### Placement view, run 1

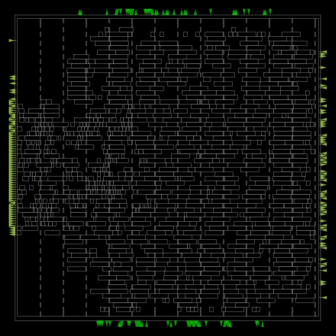
### Sequential cells colored by instance or generate block, run 1

The bar under the picture is 50 um long.
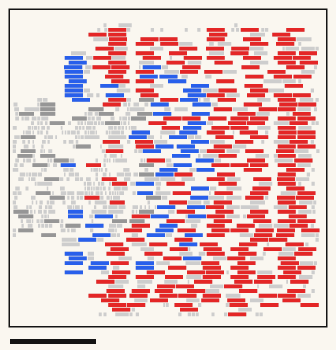
### Gate families picked out, run 1

The bar under the picture is 50 um long.
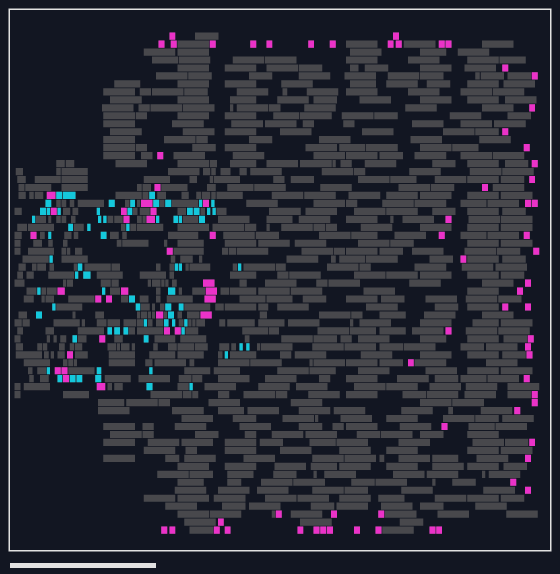
### Placement density heat map, run 1

The die is cut into 18 by 18 equal tiles; black is low, pale yellow is high, 0 to 100% covered.
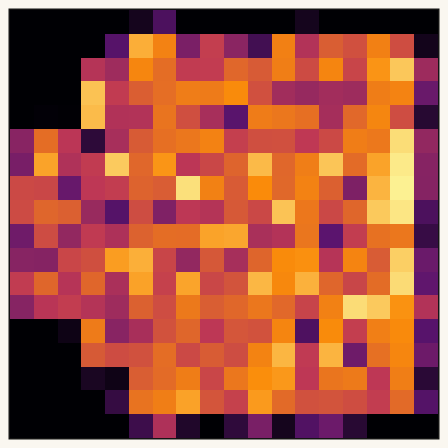
===== config.mk =====
export PLATFORM = sky130hd
export DESIGN_NAME = if_fetch_queue
export DESIGN_NICKNAME = d
export VERILOG_FILES = /design/src/rtl/if_fetch_queue_pkg.sv /design/src/rtl/if_fetch_queue_sync_fifo.sv /design/src/rtl/if_fetch_queue.sv
export SDC_FILE = /design/constraint.sdc
export NUM_CORES = 1
export LEC_CHECK = 0
export CORE_UTILIZATION = 45
export CTS_CLUSTER_SIZE = 25
export DETAILED_ROUTE_END_ITERATION = 10
export DONT_BUFFER_PORTS = 1
export PLACE_DENSITY = 0.59
export RECOVER_POWER = 25
export SYNTH_ARGS = -nofsm -noshare
export SYNTH_HDL_FRONTEND = slang
export SYNTH_SLANG_ARGS = --single-unit

===== constraint.sdc =====
create_clock -name clk -period 4.95 [get_ports clk]
set_input_delay 0.99 -clock clk [delete_from_list [all_inputs] [get_ports clk]]
set_output_delay 0.99 -clock clk [all_outputs]
set_load 0.005 [all_outputs]

===== src/rtl/if_fetch_queue_pkg.sv =====
// ----------------------------------------------------------------------------
// if_fetch_queue_pkg
// Shared definitions for the instruction-fetch queue:
//   - EPOCH_W        : width of the redirect epoch tag carried with each request
//   - DEF_PC_STEP    : default sequential PC increment
//   - redir_e        : kind of redirect requested this cycle
//   - redir_sel()    : flush beats branch when both are asserted together
// ----------------------------------------------------------------------------
package if_fetch_queue_pkg;

   localparam int EPOCH_W     = 1;
   localparam int DEF_PC_STEP = 4;

   typedef enum logic [1:0] {
      REDIR_NONE   = 2'd0,
      REDIR_FLUSH  = 2'd1,
      REDIR_BRANCH = 2'd2
   } redir_e;

   function automatic redir_e redir_sel(input logic flush, input logic br_taken);
      redir_e r;
      r = REDIR_NONE;
      if (flush)         r = REDIR_FLUSH;
      else if (br_taken) r = REDIR_BRANCH;
      return r;
   endfunction

endpackage


===== src/rtl/if_fetch_queue_sync_fifo.sv =====
// ----------------------------------------------------------------------------
// sync_fifo
// Single-clock FIFO with synchronous clear. Used as the prefetch queue and as
// the outstanding-request tag FIFO of if_fetch_queue.
// Ports:
//   clk, reset   clock, asynchronous active-low reset (pointers/count only)
//   push, wdata  write request; accepted when not full, or when full and
//                popping in the same cycle
//   pop          read request; ignored when empty
//   clear        empties the FIFO; wins over push and pop
//   rdata        head entry (undefined when empty)
//   full, empty, count  occupancy status
// ----------------------------------------------------------------------------
module sync_fifo
   import if_fetch_queue_pkg::*;
#(
   parameter int WIDTH = 8,
   parameter int DEPTH = 4
) (
   input  logic                       clk,
   input  logic                       reset,
   input  logic                       push,
   input  logic                       pop,
   input  logic                       clear,
   input  logic [WIDTH-1:0]           wdata,
   output logic [WIDTH-1:0]           rdata,
   output logic                       full,
   output logic                       empty,
   output logic [$clog2(DEPTH+1)-1:0] count
);

   localparam int PW = (DEPTH > 1) ? $clog2(DEPTH) : 1;
   localparam int CW = $clog2(DEPTH + 1);

   logic [WIDTH-1:0] mem_q [DEPTH];
   logic [PW-1:0]    rd_q, rd_d, wr_q, wr_d;
   logic [CW-1:0]    cnt_q, cnt_d;
   logic             do_push, do_pop;

   function automatic logic [PW-1:0] ptr_inc(input logic [PW-1:0] p);
      return (p == PW'(DEPTH - 1)) ? '0 : p + 1'b1;
   endfunction

   assign empty = (cnt_q == '0);
   assign full  = (cnt_q == CW'(DEPTH));
   assign count = cnt_q;
   assign rdata = mem_q[rd_q];

   // A full FIFO can still take a write when the head leaves in the same cycle.
   assign do_push = push & (~full | pop);
   assign do_pop  = pop & ~empty;

   always_comb begin
      rd_d  = rd_q;
      wr_d  = wr_q;
      cnt_d = cnt_q;
      if (clear) begin
         rd_d  = '0;
         wr_d  = '0;
         cnt_d = '0;
      end else begin
         if (do_push) wr_d = ptr_inc(wr_q);
         if (do_pop)  rd_d = ptr_inc(rd_q);
         if (do_push && !do_pop)      cnt_d = cnt_q + CW'(1);
         else if (do_pop && !do_push) cnt_d = cnt_q - CW'(1);
      end
   end

   always_ff @(posedge clk or negedge reset) begin
      if (!reset) begin
         rd_q  <= '0;
         wr_q  <= '0;
         cnt_q <= '0;
      end else begin
         rd_q  <= rd_d;
         wr_q  <= wr_d;
         cnt_q <= cnt_d;
      end
   end

   // Storage carries no reset; validity is tracked by the count.
   always_ff @(posedge clk) begin
      if (do_push && !clear) mem_q[wr_q] <= wdata;
   end

endmodule


===== src/rtl/if_fetch_queue.sv =====
// ----------------------------------------------------------------------------
// if_fetch_queue
// Instruction-fetch stage: issues in-order I-cache requests, buffers responses
// in a prefetch queue and presents them to decode. Redirects (flush/branch)
// toggle an epoch bit so responses to requests issued before the redirect are
// dropped as they drain.
// Optional build macro: IF_FETCH_BYPASS_EN -- a current-epoch response that
// arrives while the queue is empty is presented to decode in the same cycle.
// Ports:
//   clk, reset           clock, asynchronous active-low reset
//   stall                decode cannot accept; hold head entry
//   flush, new_pc        redirect to new_pc (wins over br_taken)
//   br_taken, br_addr    redirect to br_addr
//   ic_req, ic_addr      I-cache request and its address
//   ic_gnt               request accepted
//   ic_rvalid, ic_rinsn  in-order I-cache response
//   if_pc, if_insn, if_en instruction presented to decode
//   miss_stall           queue empty while requests are in flight
// ----------------------------------------------------------------------------
module if_fetch_queue
   import if_fetch_queue_pkg::*;
#(
   parameter int                ADDR_W          = 32,
   parameter int                INSN_W          = 32,
   parameter int                DEPTH           = 4,
   parameter int                MAX_OUTSTANDING = 2,
   parameter logic [ADDR_W-1:0] RESET_PC        = '0,
   parameter int                PC_STEP         = DEF_PC_STEP
) (
   input  logic              clk,
   input  logic              reset,
   input  logic              stall,
   input  logic              flush,
   input  logic [ADDR_W-1:0] new_pc,
   input  logic              br_taken,
   input  logic [ADDR_W-1:0] br_addr,
   output logic              ic_req,
   output logic [ADDR_W-1:0] ic_addr,
   input  logic              ic_gnt,
   input  logic              ic_rvalid,
   input  logic [INSN_W-1:0] ic_rinsn,
   output logic [ADDR_W-1:0] if_pc,
   output logic [INSN_W-1:0] if_insn,
   output logic              if_en,
   output logic              miss_stall
);

   localparam int QW  = ADDR_W + INSN_W;
   localparam int TW  = ADDR_W + EPOCH_W;
   localparam int QCW = $clog2(DEPTH + 1);
   localparam int TCW = $clog2(MAX_OUTSTANDING + 1);

   logic [ADDR_W-1:0]  fetch_pc_q, fetch_pc_d;
   logic [EPOCH_W-1:0] epoch_q, epoch_d;
   logic               active_q;

   redir_e             redir_kind;
   logic               redirect;
   logic [ADDR_W-1:0]  redir_pc;
   logic               accept;

   logic               tag_full, tag_empty;
   logic [TCW-1:0]     tag_count;
   logic [TW-1:0]      tag_rdata;
   logic [ADDR_W-1:0]  tag_pc;
   logic [EPOCH_W-1:0] tag_epoch;

   logic               q_push, q_pop, q_full, q_empty;
   logic [QCW-1:0]     q_count;
   logic [QW-1:0]      q_rdata;
   logic [ADDR_W-1:0]  head_pc;
   logic [INSN_W-1:0]  head_insn;

   logic               rsp_ok, rsp_fresh, consume;
   logic [31:0]        occupancy;

   assign redir_kind = redir_sel(flush, br_taken);
   assign redirect   = (redir_kind != REDIR_NONE);
   assign redir_pc   = (redir_kind == REDIR_FLUSH) ? new_pc : br_addr;

   // The tag FIFO count is the outstanding-request count. Queue entries plus
   // in-flight requests never exceed DEPTH, so every response has a slot.
   // active_q keeps ic_req low while reset is asserted and for the first
   // cycle after release.
   assign occupancy = 32'(q_count) + 32'(tag_count);
   assign ic_req    = active_q & (occupancy < 32'(DEPTH)) & ~tag_full & ~q_full & ~redirect;
   assign ic_addr   = fetch_pc_q;
   assign accept    = ic_req & ic_gnt;

   // A response with nothing outstanding is a protocol error and is ignored.
   assign rsp_ok            = ic_rvalid & ~tag_empty;
   assign {tag_pc, tag_epoch} = tag_rdata;
   assign rsp_fresh         = rsp_ok & (tag_epoch == epoch_q);

   assign {head_pc, head_insn} = q_rdata;
   assign miss_stall           = q_empty & ~tag_empty;

`ifdef IF_FETCH_BYPASS_EN
   logic byp_hit;
   assign byp_hit = q_empty & rsp_fresh;
   assign if_en   = ~q_empty | byp_hit;
   assign if_pc   = ~q_empty ? head_pc   : (byp_hit ? tag_pc   : '0);
   assign if_insn = ~q_empty ? head_insn : (byp_hit ? ic_rinsn : '0);
   assign consume = if_en & ~stall & ~redirect;
   assign q_pop   = consume & ~q_empty;
   // A bypassed response consumed by decode never enters the queue.
   assign q_push  = rsp_fresh & ~(byp_hit & consume);
`else
   assign if_en   = ~q_empty;
   assign if_pc   = q_empty ? '0 : head_pc;
   assign if_insn = q_empty ? '0 : head_insn;
   assign consume = if_en & ~stall & ~redirect;
   assign q_pop   = consume;
   assign q_push  = rsp_fresh;
`endif

   always_comb begin
      fetch_pc_d = fetch_pc_q;
      epoch_d    = epoch_q;
      if (redirect) begin
         fetch_pc_d = redir_pc;
         epoch_d    = ~epoch_q;
      end else if (accept) begin
         fetch_pc_d = fetch_pc_q + ADDR_W'(PC_STEP);
      end
   end

   always_ff @(posedge clk or negedge reset) begin
      if (!reset) begin
         fetch_pc_q <= RESET_PC;
         epoch_q    <= '0;
         active_q   <= 1'b0;
      end else begin
         fetch_pc_q <= fetch_pc_d;
         epoch_q    <= epoch_d;
         active_q   <= 1'b1;
      end
   end

   // Tag FIFO is never cleared: in-flight responses must drain so their
   // stale epoch can be recognised.
   sync_fifo #(
      .WIDTH (TW),
      .DEPTH (MAX_OUTSTANDING)
   ) u_tag_fifo (
      .clk   (clk),
      .reset (reset),
      .push  (accept),
      .pop   (rsp_ok),
      .clear (1'b0),
      .wdata ({fetch_pc_q, epoch_q}),
      .rdata (tag_rdata),
      .full  (tag_full),
      .empty (tag_empty),
      .count (tag_count)
   );

   // Cleared on redirect; a same-cycle response push is discarded by the clear.
   sync_fifo #(
      .WIDTH (QW),
      .DEPTH (DEPTH)
   ) u_pf_queue (
      .clk   (clk),
      .reset (reset),
      .push  (q_push),
      .pop   (q_pop),
      .clear (redirect),
      .wdata ({tag_pc, ic_rinsn}),
      .rdata (q_rdata),
      .full  (q_full),
      .empty (q_empty),
      .count (q_count)
   );

endmodule


==> results.cfg, run 1 <==
; synthesis and place-and-route metrics
[final_layout]
final_util_pct = 51.5
area_growth_pct = 12.3
flops = 367
comb.multi_input.count = 430
final_common_cell = edfxtp_1
largest_reg_flops = 256
drive_gt1_share_pct = 20.5
biggestCellCategory = registers
layout.nonclk_buf_share_pct = 0.387
regMostFlops = u_pf_queue.mem_q
nClkBuffers = 46
nNonClkBuffers = 7
logic_area_sq_mm = 0.00398
register_area_sq_mm = 0.0108
nets = 969
layout_top_cells = edfxtp_1 (322), and2_1 (65), mux4_2 (64)
num_antenna_cells = 2
comb_share_pct = 23.7

[grt]
busiest_layer = met2
use_met3_pct = 5.35
use_met1_pct = 25.2
grt_util_all_layers_pct = 19.2
grt_use_met2_pct = 31.5
first_global_vias = 7819
overflow = 0
antenna_found_initial = 2

[job]
warnings = 29

[sta]
finalCritPeriodShare_pct = 66.9
rsz0062_at_grt = no
clock_skew_ps = 18.8
worst_hold_slack_ps = 151
max_freq_mhz = 302
drv_slew = 0
worst_slew_pin_slew_ps = 1170

[worst_setup_path]
cp.required_ps = 3960
critPathKind = reg -> out
r2r_end = ic_addr[31]$_DFFE_PN0P_
cp_cell_sequence = nor3_1, inv_2, and2_1
reg2regPathDepth = 5
cp_top_family = simple AND/OR/NAND/NOR gates
crit_buf_inv = 1
cp_max_fo = 66
critPathCapture = if_pc[2]
crit_path_end_kind = output pin

[power]
p_clk_share_pct = 39.1
p_total_w = 0.00764
pwr-share-seq_pct = 48.9
p_clk_w = 0.00299
swShare_pct = 24.3
sequentialPower_w = 0.00374
irDropWorstVdd_uv = 280

[route]
dr_wl_met2_mm = 15.7
highest_layer = met4
vias_per_cell = 5.81
met1_length_mm = 13.0
wl_per_cell_um = 24.2

[synth]
xor_area_share_pct = 0.936
flop_cell = edfxtp_1
largest_area_cell = edfxtp_1
syn_avg_cell_area_sq_um = 17.5
synth-seq-area-share_pct = 72.1
ys_types = 59
ys_cells = 853
top_logic_kind = multiplexers
synth_cells = 853
async_flop_share_pct = 12.3
top_cells_by_area = edfxtp_1 (65%), mux4_2 (9.6%), dfrtp_1 (7.5%)
top_cells_by_count = edfxtp_1 (322), and2_1 (65), mux4_2 (64), dfrtp_1 (45)
top_cell_area_share_pct = 64.6
syn-num-nets = 965
netlist_area_sq_mm = 0.0150
ys_sh_aoi_pct = 4.36
ys.flops = 367

[clocking]
ctsResizeCount = 0
path_clk_slew_ps = 60
postCtsSetupBuffers = 0
cts_made_buffers = 40
clock_latency_ps = 530
cts_tree = done
cts_max_level = 2

[floorplan]
fp.coreArea_sq_mm = 0.0326
fp_util_pct = 45.9
nWellTaps = 442
ios = 202
chipArea_sq_mm = 0.0340
die_h_um = 184

[placement]
place_congestion = 0.835
post-place-cells = 1257
numPortBuffers = 0

[hold_path]
min_path_type = in -> async

[run_status]
status = finished clean
Back to the opening pictures, 'Placement view':
non-filler cells in the finished layout: 1332
standard-cell rows: 66
sequential cell area share: 64.3%

Back to the opening pictures, 'Sequential cells colored by instance or generate block':
Key: u_tag_fifo = blue [flops 70]; u_pf_queue = red [flops 263]
Another 34 sequential cells are not colored.

Back to the opening pictures, 'Gate families picked out':
Key: NAND gates = cyan [cells 70, where west]; AND and OR gates = magenta [cells 92, where all over the die]

Back to the opening pictures, 'Placement density heat map':
15% of the tiles are nearly empty. The emptiest ninth of the die: south-west. The fullest tile reaches 97%. 12% of the tiles are over 75% full. The mean over all tiles is 48%.

### I/O nets highlighted, run 1

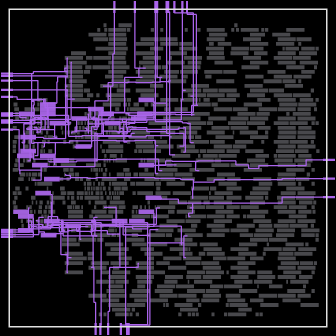

## Run 2: what changed since run 1
PLACE_DENSITY = 0.61   (was 0.59)
clock period = 2.8 ns   (was 4.95 ns; I/O delays follow)
### I/O nets highlighted, run 2

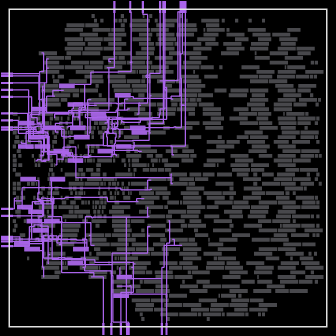
Key: ic_addr = purple [bits 32, direction output, edge 15 west, 10 north, 7 south, end cells 32, wire 3710 um]

### Sequential cells colored by instance or generate block, run 2

The bar under the picture is 50 um long.
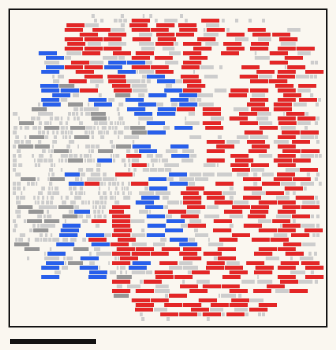
Key: u_pf_queue = red [flops 263]; u_tag_fifo = blue [flops 70]
Another 34 sequential cells are not colored.

==> run 2 against run 1 <==
  * Power is 74% higher
  * Area after synthesis stayed put
  * Non-clock buffer count rose by 52
  * Sequential cell count unchanged
  * Synthesized cell count did not move
  * First-iteration DRC count decreased by 34%
  * Sequential power is 75% higher
  * Critical path type unchanged
  * Highest routed layer unchanged
==> results.cfg, run 2 <==
; synthesis and place-and-route metrics
[power]
p_total_w = 0.0133
swShare_pct = 24.6
p_clk_share_pct = 36.8
top_power_group = registers
p_comb_share_pct = 13.8
p_int_w = 0.0100
leakagePower_nw = 5.67
sequentialPower_w = 0.00656
p_comb_w = 0.00184
p_clk_w = 0.00489
power.net_switching_w = 0.00327
irDropWorstVdd_uv = 363
pwr-share-seq_pct = 49.4

[synth]
top_cells_by_area = edfxtp_1 (65%), mux4_2 (9.6%), dfrtp_1 (7.5%)
edf_count = 322
top_cells_by_count = edfxtp_1 (322), and2_1 (65), mux4_2 (64), dfrtp_1 (45)
synth-seq-area-share_pct = 72.1
xor_area_share_pct = 0.936
ys_cells = 853
ys_sh_mux_pct = 12.7
async_flop_share_pct = 12.3
ys.flops = 367
top_logic_kind = multiplexers
ys_types = 59
flop_cell = edfxtp_1
synth_adder_area_share_pct = 0.803
ys_chip_area_sq_mm = 0.0150
largest_area_cell = edfxtp_1
synth_cells = 853
synthSimpleGateAreaFrac_pct = 7.53
syn-num-nets = 965
ys_sh_aoi_pct = 4.36
top_cell_area_share_pct = 64.6
syn_avg_cell_area_sq_um = 17.5
netlist_area_sq_mm = 0.0150

[final_layout]
fin_area_sq_mm = 0.0173
fin_cells = 1383
num-nonclk-inverters = 11
comb.multi_input.count = 430
final_common_cell = edfxtp_1
num_antenna_cells = 2
regMostFlops = u_pf_queue.mem_q
sh_seq_area_pct = 62.5
nNonClkBuffers = 59
area_growth_pct = 15.5
final_util_pct = 53.0
fillers = 2584
comb_share_pct = 23.1
drive_gt1_share_pct = 23.7
layout_top_cells = edfxtp_1 (322), and2_1 (65), mux4_2 (64)
register_area_sq_mm = 0.0108
flops = 367
biggestCellCategory = registers
layout.nonclk_buf_share_pct = 3.78
nets = 1020
largest_reg_flops = 256
nClkBuffers = 44
logic_area_sq_mm = 0.00399

[worst_setup_path]
cp_max_fo = 14
crit_path_start_kind = flip-flop
slowest_delay_ps = 590
crit_path_end_kind = output pin
cp_cell_sequence = buf_4, mux4_2, and2_1
crit_buf_inv = 1
crit_path_start = u_pf_queue.rd_q[0]$_DFFE_PN0P_
critPathCapture = if_pc[15]
critPathKind = reg -> out
cp.required_ps = 2240
crit_arrival_ps = 2100
ff2ff_setup_slack_ps = 300
cp_top_family = flip-flops
cp.depth = 3
r2r-start = u_pf_queue.count[1]$_DFFE_PN0P_
reg2regPathDepth = 7
r2r_end = u_tag_fifo.count[1]$_DFFE_PN0P_

[clocking]
ctsResizeCount = 0
cts_tree = done
cts_made_buffers = 39
cts_hold_buf = 2
postCtsSetupBuffers = 0
root_buffer = clkbuf_16
cts_buffer_depth = 3
cts_num_sinks = 367
cts_max_level = 2
clock_latency_ps = 520
path_clk_slew_ps = 60

[grt]
overflow = 0
grt_util_all_layers_pct = 19.3
use_met3_pct = 5.28
busiest_layer = met2
use_met1_pct = 25.7
antenna_found_initial = 2
first_global_vias = 7863
grt_max_degree = 50
grt_use_met2_pct = 31.5
grt_pass1_wl_mm = 48.2

[sta]
setup_viol = 0
setup_tns_ps = 0
rsz0062_at_grt = no
worst_slew_pin_slew_ps = 1300
relSlewSlack_pct = 13.3
min_period_ps = 2660
drv_slew = 0
worst_hold_slack_ps = 128
clock_skew_ps = 15.0
finalCritPeriodShare_pct = 94.9
max_freq_mhz = 376
setup_ws_ps = 143
finalHoldViolCount = 0

[floorplan]
placementRows = 66
ios = 202
die_w_um = 184
fp.coreArea_sq_mm = 0.0326
chipArea_sq_mm = 0.0340
nWellTaps = 442
fp_util_pct = 45.9
die_h_um = 184

[route]
drtAntennaViolNets = 0
drtIter0Drc = 468
wl_mm = 32.4
drt_first_pass_iters = 5
vias_per_cell = 5.68
dr_wl_met2_mm = 15.6
highest_layer = met4
met1_length_mm = 13.8
vias = 7856
wl_met3_mm = 2.50
route.detailed.drc = 0
wl_per_cell_um = 23.4

[placement]
numPortBuffers = 0
dp_hpwl_mm = 21.5
place_area_sq_mm = 0.0160
place_congestion = 0.796
post-place-cells = 1298
place_ws_ps = 342

[run_status]
status = finished clean

[job]
warnings = 29

[hold_path]
hold_depth = 0
min_path_type = in -> reg
min_to = u_pf_queue.mem_q[1][25]$_DFFE_PP_
Power and IR drop assume default switching activity.
